--- config.mk ---
export PLATFORM = sky130hd
export DESIGN_NAME = bist_tpg_controller
export DESIGN_NICKNAME = d
export VERILOG_FILES = /design/src/rtl/bist_tpg_controller.sv
export SDC_FILE = /design/constraint.sdc
export NUM_CORES = 1
export LEC_CHECK = 0
export CORE_MARGIN = 5
export CORE_UTILIZATION = 45
export DETAILED_ROUTE_END_ITERATION = 10
export PLACE_DENSITY = 0.7
export SLEW_MARGIN = 20
export SYNTH_ARGS = -nofsm -noshare
export SYNTH_HDL_FRONTEND = slang
export SYNTH_SLANG_ARGS = --single-unit
--- constraint.sdc ---
create_clock -name clock -period 2.35 [get_ports clock]
set_input_delay 0.47 -clock clock [delete_from_list [all_inputs] [get_ports clock]]
set_output_delay 0.47 -clock clock [all_outputs]
set_load 0.05 [all_outputs]
--- src/rtl/bist_tpg_controller.sv ---
// BIST test-pattern controller: drives LFSR patterns into the CUT and
// sequences the MISR, then checks the final signature against GOLDEN.
module bist_tpg_controller #(
    parameter int               WIDTH       = 4,
    parameter logic [WIDTH-1:0] TAPS        = 4'b1100,
    parameter int               CNT_W       = 8,
    parameter int               CUT_LATENCY = 0,
    parameter int               SIG_W       = 4,
    parameter logic [SIG_W-1:0] GOLDEN      = '0
) (
    input  logic             clock,
    input  logic             reset,
    input  logic             start,
    input  logic [WIDTH-1:0] seed,
    input  logic [CNT_W-1:0] num_patterns,
    input  logic             hold,
    input  logic [SIG_W-1:0] signature_in,
    output logic [WIDTH-1:0] pattern,
    output logic             pattern_valid,
    output logic             misr_reset,
    output logic             misr_enable,
    output logic             busy,
    output logic             done,
    output logic             pass
);

    typedef enum logic [2:0] {
        S_IDLE,
        S_CLEAR,
        S_RUN,
        S_FLUSH,
        S_COMPARE,
        S_DONE
    } state_t;

    // N for num_patterns == 0 is the full LFSR period, clipped to the counter
    localparam logic [CNT_W-1:0] N_MAX =
        (WIDTH >= CNT_W) ? {CNT_W{1'b1}}
                         : CNT_W'((64'd1 << WIDTH) - 64'd1);
    localparam logic [CNT_W-1:0] CNT_ONE = CNT_W'(1);
    localparam logic [WIDTH-1:0] LFSR_ONE = WIDTH'(1);

    localparam int FL_W = (CUT_LATENCY > 1) ? $clog2(CUT_LATENCY) : 1;
    localparam logic [FL_W-1:0] FL_LAST =
        FL_W'((CUT_LATENCY > 0) ? CUT_LATENCY - 1 : 0);
    localparam logic [FL_W-1:0] FL_ONE = FL_W'(1);

    state_t           state;
    logic [WIDTH-1:0] lfsr;
    logic [WIDTH-1:0] lfsr_next;
    logic [WIDTH-1:0] pattern_q;
    logic [CNT_W-1:0] cnt;
    logic [CNT_W-1:0] n_q;
    logic [FL_W-1:0]  fcnt;
    logic             misr_reset_q;
    logic             busy_q;
    logic             done_q;
    logic             pass_q;
    logic             last_pat;

    function automatic logic [WIDTH-1:0] lfsr_step(
        input logic [WIDTH-1:0] v
    );
        return {v[WIDTH-2:0], ^(v & TAPS)};
    endfunction

    assign lfsr_next = lfsr_step(lfsr);
    assign last_pat  = (cnt == (n_q - CNT_ONE));

    // Sequencer: run FSM, LFSR, pattern/flush counters and registered flags
    always_ff @(posedge clock) begin
        if (reset) begin
            state        <= S_IDLE;
            lfsr         <= LFSR_ONE;
            pattern_q    <= '0;
            cnt          <= '0;
            n_q          <= '0;
            fcnt         <= '0;
            misr_reset_q <= 1'b0;
            busy_q       <= 1'b0;
            done_q       <= 1'b0;
            pass_q       <= 1'b0;
        end else begin
            case (state)
                S_IDLE, S_DONE: begin
                    if (start) begin
                        state        <= S_CLEAR;
                        lfsr         <= (seed == '0) ? LFSR_ONE : seed;
                        cnt          <= '0;
                        fcnt         <= '0;
                        n_q          <= (num_patterns == '0) ? N_MAX
                                                             : num_patterns;
                        misr_reset_q <= 1'b1;
                        busy_q       <= 1'b1;
                        done_q       <= 1'b0;
                        pass_q       <= 1'b0;
                    end
                end
                S_CLEAR: begin
                    state        <= S_RUN;
                    misr_reset_q <= 1'b0;
                    pattern_q    <= lfsr;
                end
                S_RUN: begin
                    if (!hold) begin
                        lfsr <= lfsr_next;
                        cnt  <= cnt + CNT_ONE;
                        if (last_pat) begin
                            fcnt  <= '0;
                            state <= (CUT_LATENCY == 0) ? S_COMPARE
                                                        : S_FLUSH;
                        end else begin
                            pattern_q <= lfsr_next;
                        end
                    end
                end
                S_FLUSH: begin
                    if (!hold) begin
                        if (fcnt == FL_LAST) begin
                            state <= S_COMPARE;
                        end else begin
                            fcnt <= fcnt + FL_ONE;
                        end
                    end
                end
                S_COMPARE: begin
                    state  <= S_DONE;
                    busy_q <= 1'b0;
                    done_q <= 1'b1;
                    pass_q <= (signature_in == GOLDEN);
                end
                default: begin
                    state <= S_IDLE;
                end
            endcase
        end
    end

    // Live-vector strobes drop in the same cycle hold is raised
    always_comb begin
        pattern_valid = 1'b0;
        misr_enable   = 1'b0;
        if (!hold) begin
            pattern_valid = (state == S_RUN);
            misr_enable   = (state == S_RUN) || (state == S_FLUSH);
        end
    end

    assign pattern    = pattern_q;
    assign misr_reset = misr_reset_q;
    assign busy       = busy_q;
    assign done       = done_q;
    assign pass       = pass_q;

endmodule

==> results.tsv, run 1 <==
stage	metric	value	unit
setup_path	CP max stage cell	clkdlybuf4s50_1	
routing	Metal-1 WL	1540	µm
yosys	fraction of registers with async set/reset	0	%
yosys	Syn Area/Cell	8.80	µm²
yosys	yosys cell count	193	
global_route	first-pass GRT wire length	5950	µm
sta	setup TNS after final layout	0	ns
yosys	Cell area leaders	dfxtp_1 37%, nor2_1 7.3%, mux2i_1 6.5%, xor2_1 5.2%, xnor2_1 4.6%	
min_path	worst min-delay path category	reg -> reg	
yosys	Post-synth top cells	33 x nor2_1, 31 x dfxtp_1, 11 x mux2i_1	
global_route	busiest grt layer	met2	
global_route	largest net degree at the start of global routing	16	
placed_design	placed cell area	2080	µm²
setup_path	RR Startpoint	n_q[0]$_SDFFE_PP0P_	
finish	fraction of layout cells with a size suffix above 1	12.8	%
pwr	total power draw	1.34	mW
routing	via/cell ratio	5.19	
sta	Final setup viols	0	
yosys	number of synthesized flops with an enable pin	0	
setup_path	worst setup path end	pattern_valid	
setup_path	Worst Reg-to-Reg Cells	8	
global_route	number of global-route vias before repair	1329	
clocking	post-CTS setup buffer count	0	
routing	DR WL met3	155	µm
floorplanning	Die ar.	5100	µm²
setup_path	Largest stage delay, worst path	0.46	ns
sta	Hold WS	0.498	ns
yosys	Synth cell types	51	
floorplanning	Pre-Place Util	46.4	%
pwr	Seq pwr share	44.7	%
yosys	yosys xor share	9.80	%
pwr	internal power	0.935	mW
yosys	Synth area leader	dfxtp_1	
setup_path	highest net fanout along the worst path	5	
finish	NumNets Final	250	
finish	Layout area overhead	26.5	%
pwr	Logic pwr share	27.5	%
clocking	Late-Pin Clk Latency	0.27	ns
placed_design	Port Buf Inserts	29	
sta	final hold violations	0	
job	tool warnings	26	
outcome	outcome	completed	
yosys	Post-synth seq share	36.6	%
clocking	H-tree levels	2	
yosys	Chip Area, Yosys	1700	µm²
yosys	Top logic family	simple AND/OR/NAND/NOR gates	
floorplanning	# rows	22	
pwr	power per cell area	626	nW/µm²
min_path	Hold Startpoint	done$_SDFFE_PP0P_	
setup_path	CP Capture Type	output port	
sta	RSZ-0062 raised after global routing	false	
setup_path	Critical Setup Path Class	in -> out	
pwr	switching portion of total power	30.4	%
yosys	Synth Area in Simple Gates	24.0	%
clocking	# hold bufs at CTS	0	
global_route	met3 Use GR	4.07	%
yosys	Synth Area in Adders	1.47	%
global_route	total gr overflow	0	
sta	Final Critical Period	2.20	ns
routing	Post-DRT Antenna Nets	0	
setup_path	R2R Setup Slk	0.32	ns
yosys	Complex Gates by Area	15.7	%
sta	Slew @ Worst Pin	0.498	ns
setup_path	WP data arrival	1.73	ns
global_route	Total Routing Usage GR	14.5	%
placed_design	gpl congestion	0.824	
global_route	M1 GR Usage	18.3	%
job	max cap viols	0	
pwr	P_sw	0.409	mW
sta	Final WS setup	0.148	ns
setup_path	crit path DRT	1.88	ns
routing	Routed WL	3400	µm
yosys	Main synth FF type	dfxtp_1	
routing	Pre-Repair DR Iteration Count	4	
[run 1: state kept, by name, summed over array words and instances, names as in the netlist]
name        cells
misr_reset      1
n_q             8
pass            1
busy            1
pattern         4
cnt             8
done            1
state           3
lfsr            4
[run 1: critical path: cells and delay by family]
family | cells | cell delay [ns]
buf+inv | 3 | 0.83
simple gates | 1 | 0.43
[run 1: layout make-up]
| cell class | count | area, µm² |
|---|---|---|
| clock buffers | 6 | 72.6 |
| fillers | 335 | 1510 |
| inverters | 7 | 26.3 |
| multi-input cells | 145 | 991 |
| flip-flops and latches | 31 | 621 |
| well taps | 48 | 60.1 |
| repair buffers | 38 | 378 |
[run 1: power groups by stage]
stage	Sequential, mW	Combinational, mW	Clock (mW)
global placement	0.612	0.367	0
CTS	0.602	0.373	0.387
finish	0.602	0.370	0.373
floorplan	0.651	0.215	0
global route	0.608	0.406	0.415
detailed placement	0.613	0.371	0
[run 1: layout by cell type (no fill, tap or decap), drive strengths merged, types with 3 or more instances in the layout]
master	synthesis	layout
xnor2	9	9
nand3	5	5
nand2	7	7
a31oi	3	3
o21ai	5	5
dfxtp	31	31
a211oi	5	5
clkdlybuf4s50	0	27
a21oi	11	11
nor2	34	34
xor2	10	10
clkbuf	5	6
inv	7	7
mux2i	11	11
buf	5	11
nor3	11	11
[run 1: stage by stage]
stage	instances	utilization, %
final	275	58.7
after global routing	275	58.7
after CTS	275	58.7
after detailed placement	269	56.7
after global placement	269	56.7
after floorplan	193	-
[run 1: logic make-up after synthesis]
family / count (synthesis)
AOI/OAI and AO/OA: 37
xor gates and xnor gates: 19
adders and majority gates: 2
buffers and inverters: 17
DFF: 31
muxes: 12
and+or+nand+nor: 75
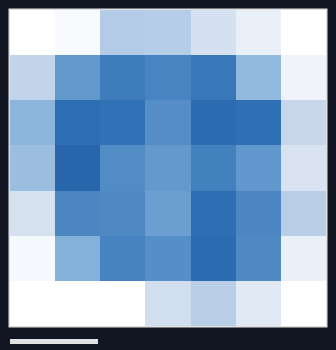
Run 1: cell area per tile
Bar = 20 µm. The die is cut into 7 by 7 equal tiles; white is low, dark blue is high, 0 to 100% covered.
- densest ninth of the die: middle
- tiles over 75% full: 8.2%
- fullest tile: 78%

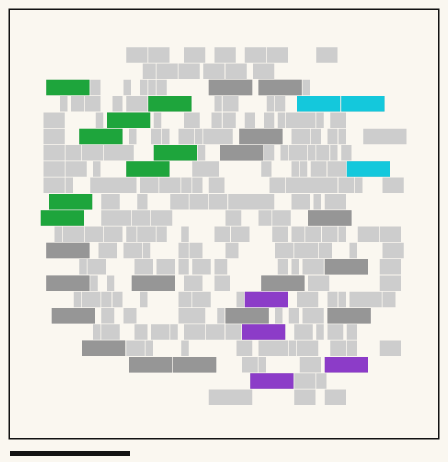
Run 1: where the registers sit
Bar = 20 µm. Other sequential cells in the stronger gray, the rest of the logic in the fainter gray.
- n_q: green (flops 8)
- state: cyan (flops 3)
- lfsr: purple (flops 4; where bottom middle)
- not colored: 16

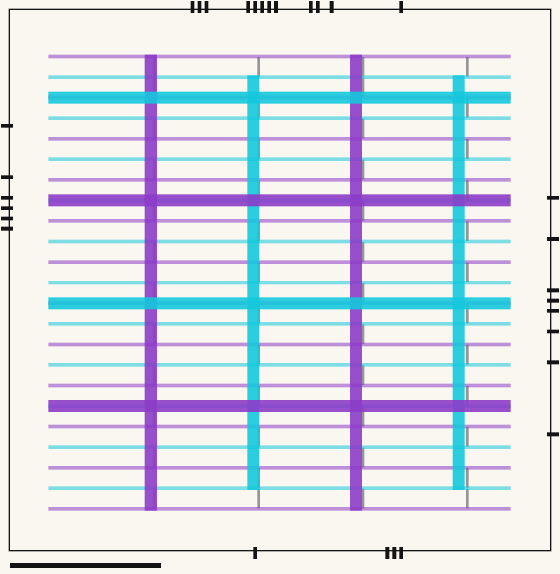
Run 1: power grid
Bar = 20 µm. Pins as bars on the die edge. Tap cells in gray.
- VDD: cyan
- VSS: purple
- tap cells: 48
- signal pins: 30

Run 1, wires at chosen ports, followed through buffers:
Bar = 20 µm.
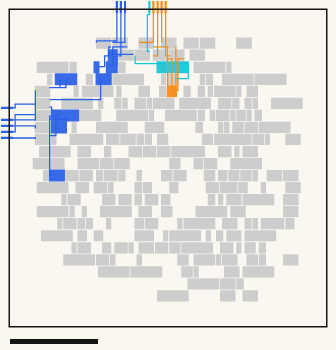

==> run 2: changes to the inputs <==
--- a/config.mk
+++ b/config.mk
@@ -5,10 +5,12 @@
 export SDC_FILE = /design/constraint.sdc
 export NUM_CORES = 1
 export LEC_CHECK = 0
+export CELL_PAD_IN_SITES_DETAIL_PLACEMENT = 2
+export CELL_PAD_IN_SITES_GLOBAL_PLACEMENT = 2
 export CORE_MARGIN = 5
-export CORE_UTILIZATION = 45
+export CORE_UTILIZATION = 31
 export DETAILED_ROUTE_END_ITERATION = 10
-export PLACE_DENSITY = 0.7
+export PLACE_DENSITY_LB_ADDON = 0.1
 export SLEW_MARGIN = 20
 export SYNTH_ARGS = -nofsm -noshare
 export SYNTH_HDL_FRONTEND = slang
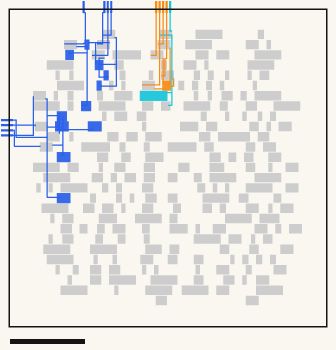
Run 2: wires at chosen ports, followed through buffers
Bar = 20 µm.
- num_patterns: blue (direction input; edge 4 top, 4 left; end cells 11; buffers 8; wire 235 µm)
- pass: cyan (direction output; edge top; end cells 1; buffers 1; wire 30.1 µm)
- signature_in: orange (direction input; edge top; end cells 1; buffers 4; wire 89.6 µm)

==> results.tsv, run 2 <==
stage	metric	value	unit	change
job	tool warnings	26		unchanged
routing	Post-DRT Antenna Nets	0		unchanged
finish	post-route non-filler standard cell count	302		was 275
placed_design	number of instances in the placed design	293		was 269
yosys	Chip Area, Yosys	1700	µm²	unchanged
sta	Final setup viols	0		unchanged
finish	final core occ	40.7	%	was 58.7%
global_route	number of global-route vias before repair	1682		was 1,329
setup_path	CP Capture Type	output port		unchanged
yosys	Syn Area/Cell	8.80	µm²	unchanged
global_route	largest net degree at the start of global routing	16		unchanged
min_path	worst min-delay path category	reg -> reg		unchanged
clocking	H-tree levels	2		unchanged
setup_path	CP max stage cell	clkdlybuf4s50_1		unchanged
global_route	busiest grt layer	met2		unchanged
finish	Fillers	613		was 335
setup_path	Worst Reg-to-Reg Cells	8		unchanged
yosys	Cell area leaders	dfxtp_1 37%, nor2_1 7.3%, mux2i_1 6.5%, xor2_1 5.2%, xnor2_1 4.6%		unchanged
placed_design	placed cell area	2110	µm²	was 2080 µm²
clocking	Late-Pin Clk Latency	0.28	ns	was 0.27 ns
outcome	outcome	completed		unchanged
finish	largest registers	cnt (8), n_q (8)		unchanged
setup_path	highest net fanout along the worst path	5		unchanged
setup_path	crit path DRT	1.88	ns	about the same
setup_path	R2R Setup Slk	0.19	ns	was 0.32 ns
yosys	Post-synth seq share	36.6	%	unchanged
yosys	Post-synth top cells	33 x nor2_1, 31 x dfxtp_1, 11 x mux2i_1		unchanged
floorplanning	Pre-Place Util	31.4	%	was 46.4%
min_path	Hold Startpoint	done$_SDFFE_PP0P_		unchanged
sta	final hold violations	0		unchanged
routing	via/cell ratio	4.95		was 5.19
setup_path	Critical Setup Path Class	in -> out		unchanged
yosys	Synth cell types	51		unchanged
sta	RSZ-0062 raised after global routing	false		unchanged
clocking	# hold bufs at CTS	0		unchanged
finish	most numerous logic cell after layout	nor2_1		unchanged
routing	Pre-Repair DR Iteration Count	4		unchanged
sta	Hold WS	0.516	ns	was 0.498 ns
sta	Slew @ Worst Pin	0.503	ns	was 0.498 ns
sta	Final Critical Period	2.21	ns	was 2.20 ns
setup_path	Largest stage delay, worst path	0.47	ns	was 0.46 ns
pwr	total power draw	1.41	mW	was 1.34 mW
finish	NumNets Final	251		was 250
pwr	power per cell area	641	nW/µm²	was 626 nW/µm²
placed_design	gpl congestion	0.741		was 0.824
setup_path	worst setup path end	pattern_valid		unchanged
yosys	Main synth FF type	dfxtp_1		unchanged
floorplanning	Die ar.	7060	µm²	was 5100 µm²
sta	Final WS setup	0.135	ns	was 0.148 ns
finish	fraction of layout cells with a size suffix above 1	14.3	%	was 12.8%
global_route	met3 Use GR	3.46	%	was 4.07%
yosys	fraction of registers with async set/reset	0	%	unchanged
sta	setup TNS after final layout	0	ns	unchanged
[run 2: cell types whose count changed in the layout (fill, tap and decap cells not counted)]
cell / delta
clkinv_2: +1
dfxtp_2: +1
clkinvlp_4: +1
dfxtp_1: -1
buf_4: +1
[run 2: cell type report]
cell class / instances / area, µm² / share of cell area [%]
clock buffer: 6 / 72.6 / 3.30
sequential: 31 / 622 / 28.3
tap: 72 / 90.1 / 4.10
inverter: 7 / 26.3 / 1.19
clock inverter: 2 / 12.5 / 0.569
timing repair buffer: 39 / 385 / 17.5
multi-input combinational: 145 / 991 / 45.1
[run 2: metal layers]
layer  share of wire [%]  wire length, µm  up-vias
li1                    -                -      747
met1                  42             2010      724
met2                  54             2600       19
met3                 3.1              149        5
met4                0.85               41        0
met5                   0                0        -
[run 2: report_power, final]
| group | total (mW) | switching [mW] | internal [mW] |
|---|---|---|---|
| clock network | 0.418 | 0.211 | 0.207 |
| logic | 0.385 | 0.209 | 0.177 |
| registers | 0.607 | 0.0439 | 0.563 |
[run 2: logic make-up (layout without fill, tap and decap cells)]
| logic type | Yosys count | after routing | synth area share, % |
|---|---|---|---|
| AND-OR/OR-AND | 37 | 37 | 15.7 |
| AND/OR/NAND/NOR | 75 | 75 | 24.0 |
| flip-flops | 31 | 31 | 36.6 |
| multiplexers | 12 | 12 | 7.37 |
| adder cells (fa/ha/maj) | 2 | 2 | 1.47 |
| buffers and inverters | 17 | 54 | 5.08 |
| XOR/XNOR | 19 | 19 | 9.80 |
[run 2: what timing repair did]
item	4_1_cts	5_1_grt
setup endpoints to repair	0	3
setup buffers	0	1
resized	0	1
[run 2: critical path, delay by kind of cell]
kind | cells | cell delay, ns
buffers and inverters | 3 | 0.84
AND/OR/NAND/NOR | 1 | 0.44
Power and IR drop assume default switching activity.
